==> src/rtl/ark_pkg.sv <==
// Shared types and constants for the ARK run-control block.
// Latency: n/a (declarations only).
// Backpressure: n/a.
package ark_pkg;

  // Run-control states.
  typedef enum logic [1:0] {
    IDLE   = 2'd0,
    FETCH  = 2'd1,
    EXEC   = 2'd2,
    HALTED = 2'd3
  } run_state_t;

  // Branch target interpretation.
  localparam int BR_ABS = 0;
  localparam int BR_REL = 1;

endpackage

==> src/rtl/ark_sat_counter.sv <==
// Saturating up-counter with synchronous clear.
// Latency: q updates one cycle after en/clr; clr wins over en.
// Backpressure: none; holds at all-ones instead of wrapping.
module ark_sat_counter #(
  parameter int W = 16
) (
  input  logic         clk,
  input  logic         rst_n,
  input  logic         clr,
  input  logic         en,
  output logic [W-1:0] q
);

  logic [W-1:0] cnt_q;
  logic [W-1:0] cnt_d;

  // Next value: clear, increment unless already saturated, or hold.
  always_comb begin
    cnt_d = cnt_q;
    if (clr) begin
      cnt_d = '0;
    end else if (en && (cnt_q != {W{1'b1}})) begin
      cnt_d = cnt_q + W'(1);
    end
  end

  // Counter register with synchronous active-low reset.
  always_ff @(posedge clk) begin
    if (!rst_n) begin
      cnt_q <= '0;
    end else begin
      cnt_q <= cnt_d;
    end
  end

  assign q = cnt_q;

endmodule

==> src/rtl/ark_run_ctrl.sv <==
// Fetch/execute run-control sequencer: fetch handshake, branch, halt, counters.
// Latency: >= 2 cycles per instruction (1 FETCH + 1 EXEC), +1 per imem wait state.
// Backpressure: FETCH holds imem_req/imem_addr until imem_ack; EXEC waits for exec_done.
module ark_run_ctrl
  import ark_pkg::*;
#(
  parameter int PC_W     = 8,
  parameter int INST_W   = 10,
  parameter int TGT_W    = 7,
  parameter int CNT_W    = 16,
  parameter int BR_MODE  = BR_ABS,
  parameter int START_PC = 0
) (
  input  logic              CLK,
  input  logic              RST_N,
  input  logic              start,
  output logic              imem_req,
  output logic [PC_W-1:0]   imem_addr,
  input  logic              imem_ack,
  input  logic [INST_W-1:0] imem_data,
  output logic [INST_W-1:0] inst,
  output logic              inst_valid,
  input  logic              exec_done,
  input  logic              branch,
  input  logic [TGT_W-1:0]  target,
  input  logic              halt_req,
  output logic [PC_W-1:0]   pc,
  output logic              halt,
  output logic [CNT_W-1:0]  inst_count,
  output logic [CNT_W-1:0]  cycle_count
);

  localparam logic [PC_W-1:0] START_PC_V = PC_W'(START_PC);

  run_state_t          state_q;
  logic [PC_W-1:0]     pc_q;
  logic [PC_W-1:0]     pc_d;
  logic [INST_W-1:0]   inst_q;
  logic                inst_valid_q;
  logic                imem_req_q;
  logic                halt_q;

  logic signed [TGT_W-1:0] tgt_s;
  logic [PC_W-1:0]         br_pc;
  logic [PC_W-1:0]         seq_pc;

  logic inst_cnt_en;
  logic cyc_cnt_en;

  assign tgt_s = target;

  // Next PC for a completed non-halt instruction; wraps modulo 2^PC_W.
  always_comb begin
    seq_pc = pc_q + PC_W'(1);
    if (BR_MODE == BR_REL) begin
      br_pc = pc_q + PC_W'(tgt_s);
    end else begin
      br_pc = PC_W'(target);
    end
    pc_d = branch ? br_pc : seq_pc;
  end

  // Run-control FSM; start restarts from any state and abandons in-flight work.
  always_ff @(posedge CLK) begin
    if (!RST_N) begin
      state_q      <= IDLE;
      pc_q         <= START_PC_V;
      inst_q       <= '0;
      inst_valid_q <= 1'b0;
      imem_req_q   <= 1'b0;
      halt_q       <= 1'b0;
    end else if (start) begin
      state_q      <= FETCH;
      pc_q         <= START_PC_V;
      inst_valid_q <= 1'b0;
      imem_req_q   <= 1'b1;
      halt_q       <= 1'b0;
    end else begin
      // inst_valid is a single-cycle pulse on EXEC entry.
      inst_valid_q <= 1'b0;
      unique case (state_q)
        IDLE: begin
          state_q <= IDLE;
        end
        FETCH: begin
          if (imem_ack) begin
            inst_q       <= imem_data;
            inst_valid_q <= 1'b1;
            imem_req_q   <= 1'b0;
            state_q      <= EXEC;
          end
        end
        EXEC: begin
          if (exec_done) begin
            // Halt beats branch; pc is left pointing at the halt instruction.
            if (halt_req) begin
              state_q <= HALTED;
              halt_q  <= 1'b1;
            end else begin
              pc_q       <= pc_d;
              imem_req_q <= 1'b1;
              state_q    <= FETCH;
            end
          end
        end
        HALTED: begin
          state_q <= HALTED;
        end
        default: begin
          state_q    <= IDLE;
          imem_req_q <= 1'b0;
          halt_q     <= 1'b0;
        end
      endcase
    end
  end

  // Counters count only while running; start clears them and wins over counting.
  assign inst_cnt_en = (state_q == EXEC) && exec_done;
  assign cyc_cnt_en  = (state_q == FETCH) || (state_q == EXEC);

  ark_sat_counter #(
    .W (CNT_W)
  ) u_inst_cnt (
    .clk   (CLK),
    .rst_n (RST_N),
    .clr   (start),
    .en    (inst_cnt_en),
    .q     (inst_count)
  );

  ark_sat_counter #(
    .W (CNT_W)
  ) u_cycle_cnt (
    .clk   (CLK),
    .rst_n (RST_N),
    .clr   (start),
    .en    (cyc_cnt_en),
    .q     (cycle_count)
  );

  assign imem_req   = imem_req_q;
  assign imem_addr  = pc_q;
  assign pc         = pc_q;
  assign inst       = inst_q;
  assign inst_valid = inst_valid_q;
  assign halt       = halt_q;

endmodule

==> config.mk <==
export PLATFORM = sky130hd
export DESIGN_NAME = ark_run_ctrl
export DESIGN_NICKNAME = d
export VERILOG_FILES = /design/src/rtl/ark_pkg.sv /design/src/rtl/ark_sat_counter.sv /design/src/rtl/ark_run_ctrl.sv
export SDC_FILE = /design/constraint.sdc
export NUM_CORES = 1
export LEC_CHECK = 0
export ABC_AREA = 0
export CAP_MARGIN = 10
export CORE_ASPECT_RATIO = 1.4
export CORE_UTILIZATION = 47
export DETAILED_ROUTE_END_ITERATION = 8
export MAX_ROUTING_LAYER = met4
export PLACE_DENSITY = 0.91
export SETUP_SLACK_MARGIN = 0.02
export SLEW_MARGIN = 0
export SYNTH_ARGS = -nofsm -noshare
export SYNTH_HDL_FRONTEND = slang
export SYNTH_SLANG_ARGS = --single-unit
==> constraint.sdc <==
create_clock -name CLK -period 3.75 [get_ports CLK]
set_clock_uncertainty 0.1 [all_clocks]
set_input_delay 0.75 -clock CLK [delete_from_list [all_inputs] [get_ports CLK]]
set_output_delay 0.75 -clock CLK [all_outputs]
set_load 0.05 [all_outputs]
### Routed metal, one color a layer, run 1

Two of the layers only.
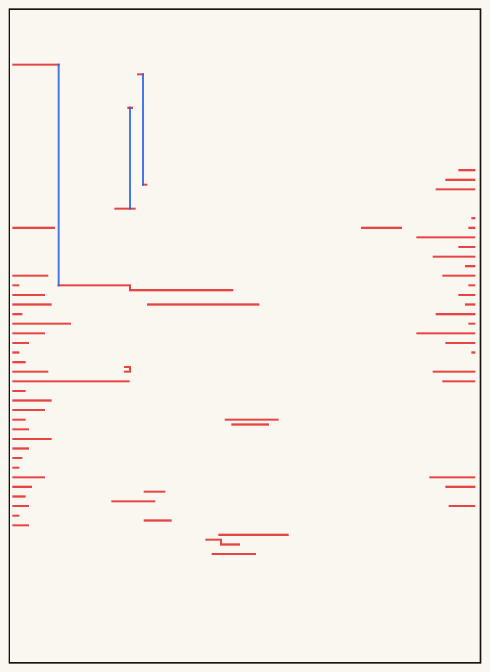
metal 4 -> blue  # wire length 61.2 µm
metal 3 -> red  # wire length 281 µm

### Sequential cells grouped by signal name, run 1

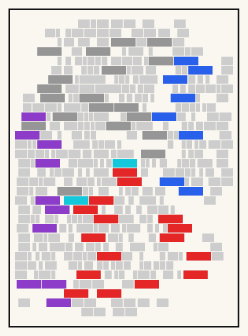
state_q -> cyan  # flops 2
u_inst_cnt.q -> red  # flops 16
imem_addr -> blue  # flops 8
inst -> purple  # flops 10
not colored = 19

==> results_tabular.tex, run 1 <==
% Implementation results table
\begin{tabular}{lr}
\hline
Metric & Value \\
\hline
\multicolumn{2}{l}{\textbf{Yosys}} \\
Number of enable-type register cells in the synthesized netlist & 0 \\
Synth Instances & approximately 330 \\
Cell area after technology mapping & about 2700 µm² \\
Number of warnings printed during yosys synthesis & 0 \\
Number of nets in the synthesized netlist & 359 \\
Yosys-reported design area after synthesis & around 2700 µm² \\
Area fraction of the dominant cell type after synthesis & 0.401 \\
Ys flop type & dfxtp\_1 \\
Syn avg cell area & $\sim$8.4 µm² \\
Most common library cells after synthesis & 55 x dfxtp\_1, 42 x nor2\_1, 38 x nand2\_1 \\
Most used standard cell by instance count after synthesis & dfxtp\_1 \\
\# Cells Yosys & $\sim$330 \\
Fraction of registers with async set/reset & 0 \\
Main area contributors & dfxtp\_1 40\%, nor2\_1 5.7\%, nand2\_1 5.2\% \\
Post-synthesis register bit count & $\sim$55 \\
Library cell occupying the most area in the post-synthesis netlist & dfxtp\_1 \\
Netlist cell types & 50 \\
\multicolumn{2}{l}{\textbf{Pwr}} \\
Part of the total power dissipated in combinational logic & 0.100 \\
Internal portion of total power & a little under 800 µW \\
Clock Power Share & 0.324 \\
Total Power Consumption & around 1.0 mW \\
Net switching share of the total power & 0.239 \\
Net switching power figure & roughly 250 µW \\
Main power group & registers \\
Pleak & 1.23 nW \\
Seq pwr share & 0.576 \\
Maximum vdd ir drop & approximately 0.25 mV \\
Clock group & 336 µW \\
Ratio of total power to cell area & $\sim$280 nW/µm² \\
Power in combinational cells & between 100 and 150 µW \\
\multicolumn{2}{l}{\textbf{Setup path}} \\
Type of the worst setup path & reg -> out \\
Endpoint of the worst setup timing path & cycle\_count[0] \\
Worst setup slack for register-to-register paths & 1.62 ns \\
Startpoint type of the worst setup path & register \\
Startpoint of the lowest-slack register-to-register path & state\_q[0]\$\_SDFFE\_PN0P\_ \\
Critical path cell sequence & clkdlybuf4s50\_1 \\
Launch point of the worst path & u\_cycle\_cnt.q[0]\$\_SDFFE\_PP0P\_ \\
Required time of the critical path & about 2.9 ns \\
Worst Reg2Reg Path Length in Cells & 7 \\
Endpoint class of the critical path & primary output \\
Worst R2R End & u\_cycle\_cnt.q[15]\$\_SDFFE\_PP0P\_ \\
Critical-path top delay cell & clkdlybuf4s50\_1 \\
Arr. time, crit path & between 1.5 and 2 ns \\
Worst Path Buf+Inv & 1 \\
\multicolumn{2}{l}{\textbf{Hold path}} \\
Worst Hold Depth & 2 \\
Start point of the worst hold path & inst[2]\$\_SDFFE\_PN0P\_ \\
Hold crit path type & reg -> reg \\
\multicolumn{2}{l}{\textbf{Floorplan}} \\
Core outline area & $\sim$5600 µm² \\
Die Area & between 6000 and 7000 µm² \\
Width of the chip & 66.6 µm \\
Starting Density & 0.493 \\
Ports & roughly 85 \\
Std-Cell Rows & 32 \\
\multicolumn{2}{l}{\textbf{Detailed routing}} \\
Via density & around 5.6 \\
Detailed Route Iter0 Violations & $\sim$97 \\
Remaining routing DRC violations & 0 \\
Pre-Repair DR Iteration Count & 5 \\
Sum of routed wire length over all layers & around 6.4 mm \\
Number of vias in the routed layout & 2609 \\
Per-cell routed wire length & between 10 and 15 µm \\
Count of antenna-violating nets left after detailed routing & 0 \\
\multicolumn{2}{l}{\textbf{STA}} \\
Post-layout worst setup margin & 1.22 ns \\
Setup-violating endpoint count in the final report & 0 \\
RSZ-0062 raised after global routing & no \\
Max-slew violation count & 0 \\
Cycle use final & 0.674 \\
Worst rel slew slack & 0.570 \\
Min Tclk post-route & about 2.5 ns \\
Smallest hold slack & 0.365 ns \\
Setup\_tns & 0 ns \\
Maximum operating frequency & 396 MHz \\
Measured slew at the worst slew-check pin & $\sim$0.64 ns \\
\multicolumn{2}{l}{\textbf{Clocking}} \\
PostCTS Resize Cnt & 0 \\
H-tree levels & 2 \\
Sink count of the clock tree & roughly 55 \\
Post-CTS setup-driven buffer insertion count & 0 \\
Clock Root Buffer & clkbuf\_8 \\
Clk buf depth & 2 \\
Number of buffers inserted during clock tree synthesis & 5 \\
\multicolumn{2}{l}{\textbf{Cells and area}} \\
Total number of nets in the final design & about 430 \\
Ratio of cells with drive above 1 in the final layout & 0.0549 \\
Post-Layout Inst Area & $\sim$3700 µm² \\
N\_diodes & 0 \\
Top library cells by usage in the layout, fill and taps aside & 84 x clkdlybuf4s50\_1, 55 x dfxtp\_1, 42 x nor2\_1 \\
Most common library cell in the layout ignoring fill and taps & clkdlybuf4s50\_1 \\
Layout overhead on the synthesized area & 33.1\% \\
\multicolumn{2}{l}{\textbf{Status}} \\
Status & finished, final reports clean \\
\multicolumn{2}{l}{\textbf{Global routing}} \\
Initial antenna violation count & 0 \\
Largest net degree at the start of global routing & 36 \\
Sum of overflow across all layers after global routing & 0 \\
\multicolumn{2}{l}{\textbf{Placed design}} \\
Placed insts & approximately 460 \\
Placed cell areas & approximately 3600 µm² \\
Final RePlAce weighted congestion & roughly 0.85 \\
HPWL Detailed & 4.84 mm \\
\multicolumn{2}{l}{\textbf{Run}} \\
Total of max-cap violations & 0 \\
\hline
\end{tabular}
### Track usage over the die, run 1

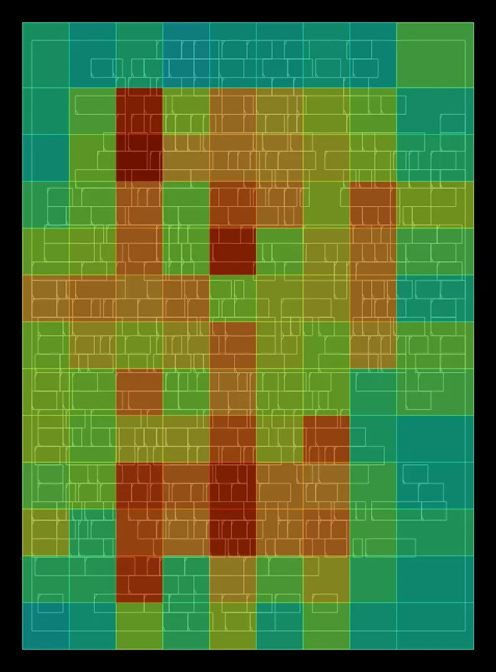
met2 global-route usage: 0.381
share of the core filled with cells in the final layout: 0.656
met1 demand-to-capacity share in global routing: 0.242
GRT Util Overall: 0.217
GRT met3 Usage: 0.0406

### Signal wires on met3, run 1

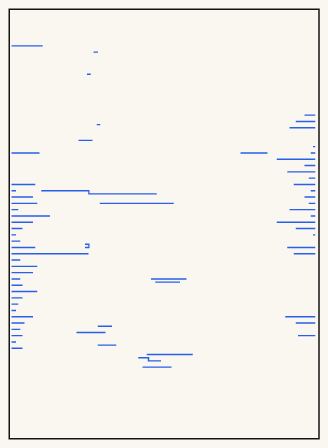
wire length on this layer = 281 µm
nets with wire on the layer = 65
main direction = horizontal
share of all routed wire = 4.4%
longest straight run = 16.3 µm

run 1: cells by family after synthesis:
kind of cell | after synthesis | synth area share
buf+inv | 27 | 0.0534
compound gates | 61 | 0.145
fa+ha+maj | 7 | 0.0319
simple gates | 156 | 0.298
mux | 2 | 0.00730
xor+xnor | 20 | 0.0638
flops | 55 | 0.401
run 1: final cells by class:
class                           count  area [µm²]
Fill cell                         457        1910
Multi-Input combinational cell    246        1500
Sequential cell                    55        1100
Timing Repair Buffer               85         848
Clock buffer                        7        86.3
Tap cell                           68        85.1
Inverter                            7        26.3
Clock inverter                      1        8.76
run 1: metal layers:
layer  vias to the layer above  part of all wire
li1                       1288                 -
met1                      1233              0.42
met2                        82              0.53
met3                         6             0.044
met4                         0            0.0095
met5                         -                 0
==> run 2, diff against run 1 <==
==> constraint.sdc (replaced) <==
create_clock -name CLK -period 2.39 [get_ports CLK]
set_clock_uncertainty 0.1 [all_clocks]
set_input_delay 0.478 -clock CLK [delete_from_list [all_inputs] [get_ports CLK]]
set_output_delay 0.478 -clock CLK [all_outputs]
set_load 0.05 [all_outputs]
### I/O pins on the die edge, run 2

Pins as bars across the die edge, other pins in gray.
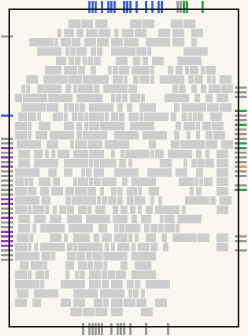
cycle_count -> blue  # pins 16, direction output, edge 15 north, 1 west
pc -> green  # pins 8, direction output, edge 5 east, 3 north
inst -> purple  # pins 10, direction output, edge west
halt -> orange  # pins 1, direction output, edge east
all pins by edge = 29 west, 23 east, 20 north, 13 south

==> run 2 against run 1 <==
  * Critical path depth stayed put
  * Cell count is 0.64% higher
  * Routed wire length is 0.12% lower
  * Global-route usage is 1.2 points higher
  * Synthesized cell count stayed put
  * Combinational power is 58% higher
  * Setup slack worse by 1.1 ns
  * Die size stayed put
  * Largest cell class unchanged
  * Largest power group unchanged
==> results_tabular.tex, run 2 <==
% Implementation results table
\begin{tabular}{lr}
\hline
Metric & Value \\
\hline
\multicolumn{2}{l}{\textbf{STA}} \\
Max-slew violation count & 0 \\
Min Tclk post-route & about 2.3 ns \\
Final hold violations & 0 \\
Smallest hold slack & 0.370 ns \\
Measured slew at the worst slew-check pin & 0.657 ns \\
Maximum operating frequency & 443 MHz \\
Post-layout worst setup margin & approximately 0.13 ns \\
RSZ-0062 raised after global routing & no \\
Setup\_tns & 0 ns \\
Worst rel slew slack & 0.561 \\
Cycle use final & 0.945 \\
Setup-violating endpoint count in the final report & 0 \\
\multicolumn{2}{l}{\textbf{Pwr}} \\
Seq pwr share & 0.577 \\
Main power group & registers \\
Pleak & 1.25 nW \\
Net switching power figure & just over 400 µW \\
Part of the total power dissipated in combinational logic & 0.101 \\
Internal portion of total power & between 1 and 1.5 mW \\
Power in combinational cells & about 160 µW \\
Net switching share of the total power & 0.255 \\
Clock group & 522 µW \\
Maximum vdd ir drop & 0.341 mV \\
Total Power Consumption & around 1.6 mW \\
Clock Power Share & 0.322 \\
Ratio of total power to cell area & between 400 and 500 nW/µm² \\
Sequential Power & around 940 µW \\
\multicolumn{2}{l}{\textbf{Clocking}} \\
H-tree levels & 2 \\
Sink count of the clock tree & roughly 55 \\
CTS Hold Bufs & 0 \\
Number of buffers inserted during clock tree synthesis & 5 \\
Clock transition at the register clock pins on the worst setup and hold paths after CTS & roughly 0.10 ns \\
Post-CTS setup-driven buffer insertion count & 0 \\
Clk buf depth & 2 \\
Clock Root Buffer & clkbuf\_8 \\
TritonCTS clock tree & yes \\
PostCTS Resize Cnt & 0 \\
\multicolumn{2}{l}{\textbf{Detailed routing}} \\
Number of vias in the routed layout & approximately 2600 \\
Sum of routed wire length over all layers & between 6 and 7 mm \\
Top layer in use & met4 \\
Per-cell routed wire length & between 10 and 15 µm \\
Detail Route met2 WL & about 3.3 mm \\
WL met3 & roughly 270 µm \\
Count of antenna-violating nets left after detailed routing & 0 \\
Remaining routing DRC violations & 0 \\
Via density & 5.54 \\
Pre-Repair DR Iteration Count & 5 \\
Wire length on met1 & 2.66 mm \\
Detailed Route Iter0 Violations & 71 \\
\multicolumn{2}{l}{\textbf{Cells and area}} \\
Area used by sequential logic in the layout & roughly 1100 µm² \\
Fraction of standard cell area in multi-input logic & 0.408 \\
N\_diodes & 0 \\
Number of cells in the finished layout apart from fillers & approximately 470 \\
Total of fill cells in the finished design & between 400 and 500 \\
Clk cell area share & 0.0239 \\
Nonclk inv count & 7 \\
Layout overhead on the synthesized area & 33.7\% \\
Total number of nets in the final design & 434 \\
Largest class & combinational gates \\
Most common library cell in the layout ignoring fill and taps & clkdlybuf4s50\_1 \\
Non-clock buffer instance count of the final layout & between 80 and 90 \\
Number of multi-input combinational cells & 246 \\
Top library cells by usage in the layout, fill and taps aside & 84 x clkdlybuf4s50\_1, 55 x dfxtp\_1, 42 x nor2\_1 \\
Sequential share of cell area & 0.300 \\
FFs \& Latches & about 55 \\
Multi-input combinational cell area & about 1500 µm² \\
Final-layout non-clock buffer area share & 0.237 \\
Share of the core filled with cells in the final layout & 0.659 \\
Ratio of cells with drive above 1 in the final layout & 0.0644 \\
Clock buffer instance count of the final layout & 5 \\
Post-Layout Inst Area & $\sim$3700 µm² \\
\multicolumn{2}{l}{\textbf{Hold path}} \\
Worst Hold Depth & 2 \\
Start point of the worst hold path & inst[7]\$\_SDFFE\_PN0P\_ \\
Hold endpoint & inst[7]\$\_SDFFE\_PN0P\_ \\
Hold crit path type & reg -> reg \\
\multicolumn{2}{l}{\textbf{Setup path}} \\
Startpoint type of the worst setup path & register \\
Worst setup slack for register-to-register paths & between 0.2 and 0.3 ns \\
Delay contributed by the slowest stage of the critical path & around 0.86 ns \\
Cell count along the critical path & 1 \\
Startpoint of the lowest-slack register-to-register path & state\_q[0]\$\_SDFFE\_PN0P\_ \\
Maximum net fanout on the critical path & 6 \\
Launch point of the worst path & u\_cycle\_cnt.q[0]\$\_SDFFE\_PP0P\_ \\
Endpoint class of the critical path & primary output \\
Endpoint of the worst setup timing path & cycle\_count[0] \\
Critical path cell sequence & clkdlybuf4s50\_1 \\
Worst R2R End & u\_cycle\_cnt.q[15]\$\_SDFFE\_PP0P\_ \\
Critical-path top delay cell & clkdlybuf4s50\_1 \\
Gate family responsible for the most delay along the worst path & buffers and inverters \\
Worst Path Buf+Inv & 1 \\
Type of the worst setup path & reg -> out \\
Worst Reg2Reg Path Length in Cells & 7 \\
Required time of the critical path & $\sim$1.8 ns \\
Arr. time, crit path & about 1.7 ns \\
\multicolumn{2}{l}{\textbf{Yosys}} \\
Cell area after technology mapping & around 2700 µm² \\
Netlist cell types & approximately 50 \\
Area fraction of the dominant cell type after synthesis & 0.401 \\
Number of enable-type register cells in the synthesized netlist & 0 \\
Main area contributors & dfxtp\_1 40\%, nor2\_1 5.7\%, nand2\_1 5.2\% \\
Sequential element share of the synthesized area & 0.401 \\
Most used standard cell by instance count after synthesis & dfxtp\_1 \\
Library cell occupying the most area in the post-synthesis netlist & dfxtp\_1 \\
Number of nets in the synthesized netlist & $\sim$360 \\
Fraction of registers with async set/reset & 0 \\
Post-synthesis register bit count & approximately 55 \\
\# Cells Yosys & 328 \\
Ys flop type & dfxtp\_1 \\
Number of warnings printed during yosys synthesis & 0 \\
Most common library cells after synthesis & 55 x dfxtp\_1, 42 x nor2\_1, 38 x nand2\_1 \\
Syn avg cell area & 8.37 µm² \\
Synth Instances & 328 \\
Yosys-reported design area after synthesis & roughly 2700 µm² \\
\multicolumn{2}{l}{\textbf{Global routing}} \\
GRT Util Overall & 0.229 \\
Number of global-route vias before repair & roughly 2500 \\
GRT met3 Usage & 0.0493 \\
Global-route wire length before repair & 10.7 mm \\
Sum of overflow across all layers after global routing & 0 \\
Met2 global-route usage & 0.398 \\
Largest net degree at the start of global routing & 33 \\
Met1 demand-to-capacity share in global routing & 0.241 \\
Most crowded layer after global routing & met2 \\
Initial antenna violation count & 0 \\
\multicolumn{2}{l}{\textbf{Run}} \\
Total of max-cap violations & 0 \\
Tool warnings & 29 \\
\multicolumn{2}{l}{\textbf{Floorplan}} \\
Ports & 85 \\
Width of the chip & $\sim$67 µm \\
Chip height & 92.4 µm \\
Starting Density & 0.493 \\
Core outline area & about 5600 µm² \\
Die Area & just over 6000 µm² \\
TAP cells & 68 \\
Std-Cell Rows & 32 \\
\multicolumn{2}{l}{\textbf{Status}} \\
Status & finished, final reports clean \\
\multicolumn{2}{l}{\textbf{Placed design}} \\
Placed insts & 464 \\
Number of port buffers & between 80 and 90 \\
Final RePlAce weighted congestion & 0.845 \\
HPWL Detailed & approximately 4.8 mm \\
Place WS & $\sim$0.24 ns \\
Placed cell areas & between 3000 and 4000 µm² \\
\hline
\end{tabular}
==> run 2: cell types whose count changed in the layout (fill, tap and decap cells not counted) <==
| cell | before | now |
|---|---|---|
| clkbuf_8 | 6 | 5 |
| clkinv_2 | 0 | 2 |
| clkinv_4 | 1 | 0 |
| clkbuf_1 | 1 | 0 |
| buf_4 | 1 | 4 |
| inv_6 | 0 | 1 |
==> run 2: kinds of logic (layout without fill, tap and decap cells) <==
family,count (synthesis),in the layout,share of synthesized area
XOR/XNOR,20,20,0.0638
adder cells (fa/ha/maj),7,7,0.0319
multiplexers,2,2,0.00730
buffers and inverters,27,103,0.0534
flip-flops,55,55,0.401
AND/OR/NAND/NOR,156,156,0.298
AND-OR/OR-AND,61,61,0.145
==> run 3, diff against run 2 <==
--- a/config.mk
+++ b/config.mk
@@ -9,6 +9,7 @@
 export CAP_MARGIN = 10
 export CORE_ASPECT_RATIO = 1.4
 export CORE_UTILIZATION = 47
+export CTS_BUF_LIST = sky130_fd_sc_hd__clkbuf_8
 export DETAILED_ROUTE_END_ITERATION = 8
 export MAX_ROUTING_LAYER = met4
 export PLACE_DENSITY = 0.91
### I/O pins on the die edge, run 3

Pins as bars across the die edge, other pins in gray.
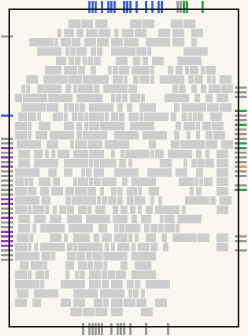
inst -> purple  # pins 10, direction output, edge west
cycle_count -> blue  # pins 16, direction output, edge 15 north, 1 west
pc -> green  # pins 8, direction output, edge 5 east, 3 north
halt -> orange  # pins 1, direction output, edge east
all pins by edge = 29 west, 23 east, 20 north, 13 south

==> run 3 against run 2 <==
  * Cell count stayed put
  * Sequential cell count stayed put
  * Sequential share of layout area stayed put
  * Routed wire length stayed put
  * Area after synthesis stayed put
==> results_tabular.tex, run 3 <==
% Implementation results table
\begin{tabular}{lr}
\hline
Metric & Value \\
\hline
\multicolumn{2}{l}{\textbf{Yosys}} \\
Number of enable-type register cells in the synthesized netlist & 0 \\
Number of warnings printed during yosys synthesis & 0 \\
Netlist cell types & 50 \\
Ys flop type & dfxtp\_1 \\
Sequential element share of the synthesized area & 0.401 \\
Most used standard cell by instance count after synthesis & dfxtp\_1 \\
Synth Instances & roughly 330 \\
\# Cells Yosys & about 330 \\
Area fraction of the dominant cell type after synthesis & 0.401 \\
Syn avg cell area & between 8 and 9 µm² \\
Most common library cells after synthesis & 55 x dfxtp\_1, 42 x nor2\_1, 38 x nand2\_1 \\
Fraction of registers with async set/reset & 0 \\
\multicolumn{2}{l}{\textbf{Setup path}} \\
Maximum net fanout on the critical path & 6 \\
Critical path cell sequence & clkdlybuf4s50\_1 \\
Startpoint of the lowest-slack register-to-register path & state\_q[0]\$\_SDFFE\_PN0P\_ \\
Launch point of the worst path & u\_cycle\_cnt.q[0]\$\_SDFFE\_PP0P\_ \\
Delay contributed by the slowest stage of the critical path & 0.86 ns \\
Cell count along the critical path & 1 \\
Worst Path Buf+Inv & 1 \\
Endpoint class of the critical path & primary output \\
Startpoint type of the worst setup path & register \\
Endpoint of the worst setup timing path & cycle\_count[0] \\
\multicolumn{2}{l}{\textbf{Detailed routing}} \\
Sum of routed wire length over all layers & 6.41 mm \\
Count of antenna-violating nets left after detailed routing & 0 \\
Remaining routing DRC violations & 0 \\
Pre-Repair DR Iteration Count & 5 \\
\multicolumn{2}{l}{\textbf{Hold path}} \\
Hold crit path type & reg -> reg \\
Start point of the worst hold path & inst[7]\$\_SDFFE\_PN0P\_ \\
\multicolumn{2}{l}{\textbf{Pwr}} \\
Sequential Power & slightly above 900 µW \\
Clock Power Share & 0.322 \\
Pleak & between 1 and 1.5 nW \\
Part of the total power dissipated in combinational logic & 0.101 \\
Net switching share of the total power & 0.255 \\
Main power group & registers \\
Seq pwr share & 0.577 \\
Power in combinational cells & around 160 µW \\
Net switching power figure & $\sim$410 µW \\
Total Power Consumption & $\sim$1.6 mW \\
Clock group & about 520 µW \\
\multicolumn{2}{l}{\textbf{Floorplan}} \\
Chip height & a little over 90 µm \\
Std-Cell Rows & 32 \\
TAP cells & approximately 70 \\
\multicolumn{2}{l}{\textbf{Cells and area}} \\
Multi-input combinational cell area & between 1000 and 1500 µm² \\
Final-layout non-clock buffer area share & 0.237 \\
Ratio of cells with drive above 1 in the final layout & 0.0644 \\
Number of cells in the finished layout apart from fillers & between 400 and 500 \\
Most common library cell in the layout ignoring fill and taps & clkdlybuf4s50\_1 \\
Clk cell area share & 0.0239 \\
Total number of nets in the final design & 434 \\
Area used by sequential logic in the layout & between 1000 and 1500 µm² \\
Share of the core filled with cells in the final layout & 0.659 \\
Clock buffer instance count of the final layout & 5 \\
Top library cells by usage in the layout, fill and taps aside & 84 x clkdlybuf4s50\_1, 55 x dfxtp\_1, 42 x nor2\_1 \\
Non-clock buffer instance count of the final layout & a little under 90 \\
Total of fill cells in the finished design & a little under 500 \\
Layout overhead on the synthesized area & 33.7\% \\
Sequential share of cell area & 0.300 \\
\multicolumn{2}{l}{\textbf{STA}} \\
Min Tclk post-route & $\sim$2.3 ns \\
Maximum operating frequency & roughly 440 MHz \\
Smallest hold slack & between 0.3 and 0.4 ns \\
\multicolumn{2}{l}{\textbf{Run}} \\
Total of max-cap violations & 0 \\
\multicolumn{2}{l}{\textbf{Clocking}} \\
Clk buf depth & 2 \\
Number of buffers inserted during clock tree synthesis & 5 \\
Post-CTS setup-driven buffer insertion count & 0 \\
CTS Hold Bufs & 0 \\
\multicolumn{2}{l}{\textbf{Placed design}} \\
Number of port buffers & 84 \\
Place WS & 0.235 ns \\
Placed cell areas & 3580 µm² \\
\multicolumn{2}{l}{\textbf{Global routing}} \\
GRT Util Overall & 0.229 \\
Largest net degree at the start of global routing & 33 \\
Initial antenna violation count & 0 \\
\multicolumn{2}{l}{\textbf{Status}} \\
Status & finished, final reports clean \\
\hline
\end{tabular}
run 3: cell counts after synthesis:
Identical to the previous run, type by type.
run 3: per-layer routing:
| metal | track usage | vias to the layer above | wire length [µm] |
|---|---|---|---|
| li1 | - | 1299 | - |
| met5 | - | - | 0 |
| met1 | 0.241 | 1244 | 2660 |
| met4 | 0.0993 | 0 | 126 |
| met2 | 0.398 | 65 | 3350 |
| met3 | 0.0493 | 8 | 270 |
run 3: kinds of logic (layout without fill, tap and decap cells):
kind of cell    after synthesis  in the layout  synth area share
xor+xnor                     20             20            0.0638
mux                           2              2           0.00730
buf+inv                      27            103            0.0534
compound gates               61             61             0.145
flops                        55             55             0.401
simple gates                156            156             0.298
fa+ha+maj                     7              7            0.0319
Power and IR drop assume default switching activity.
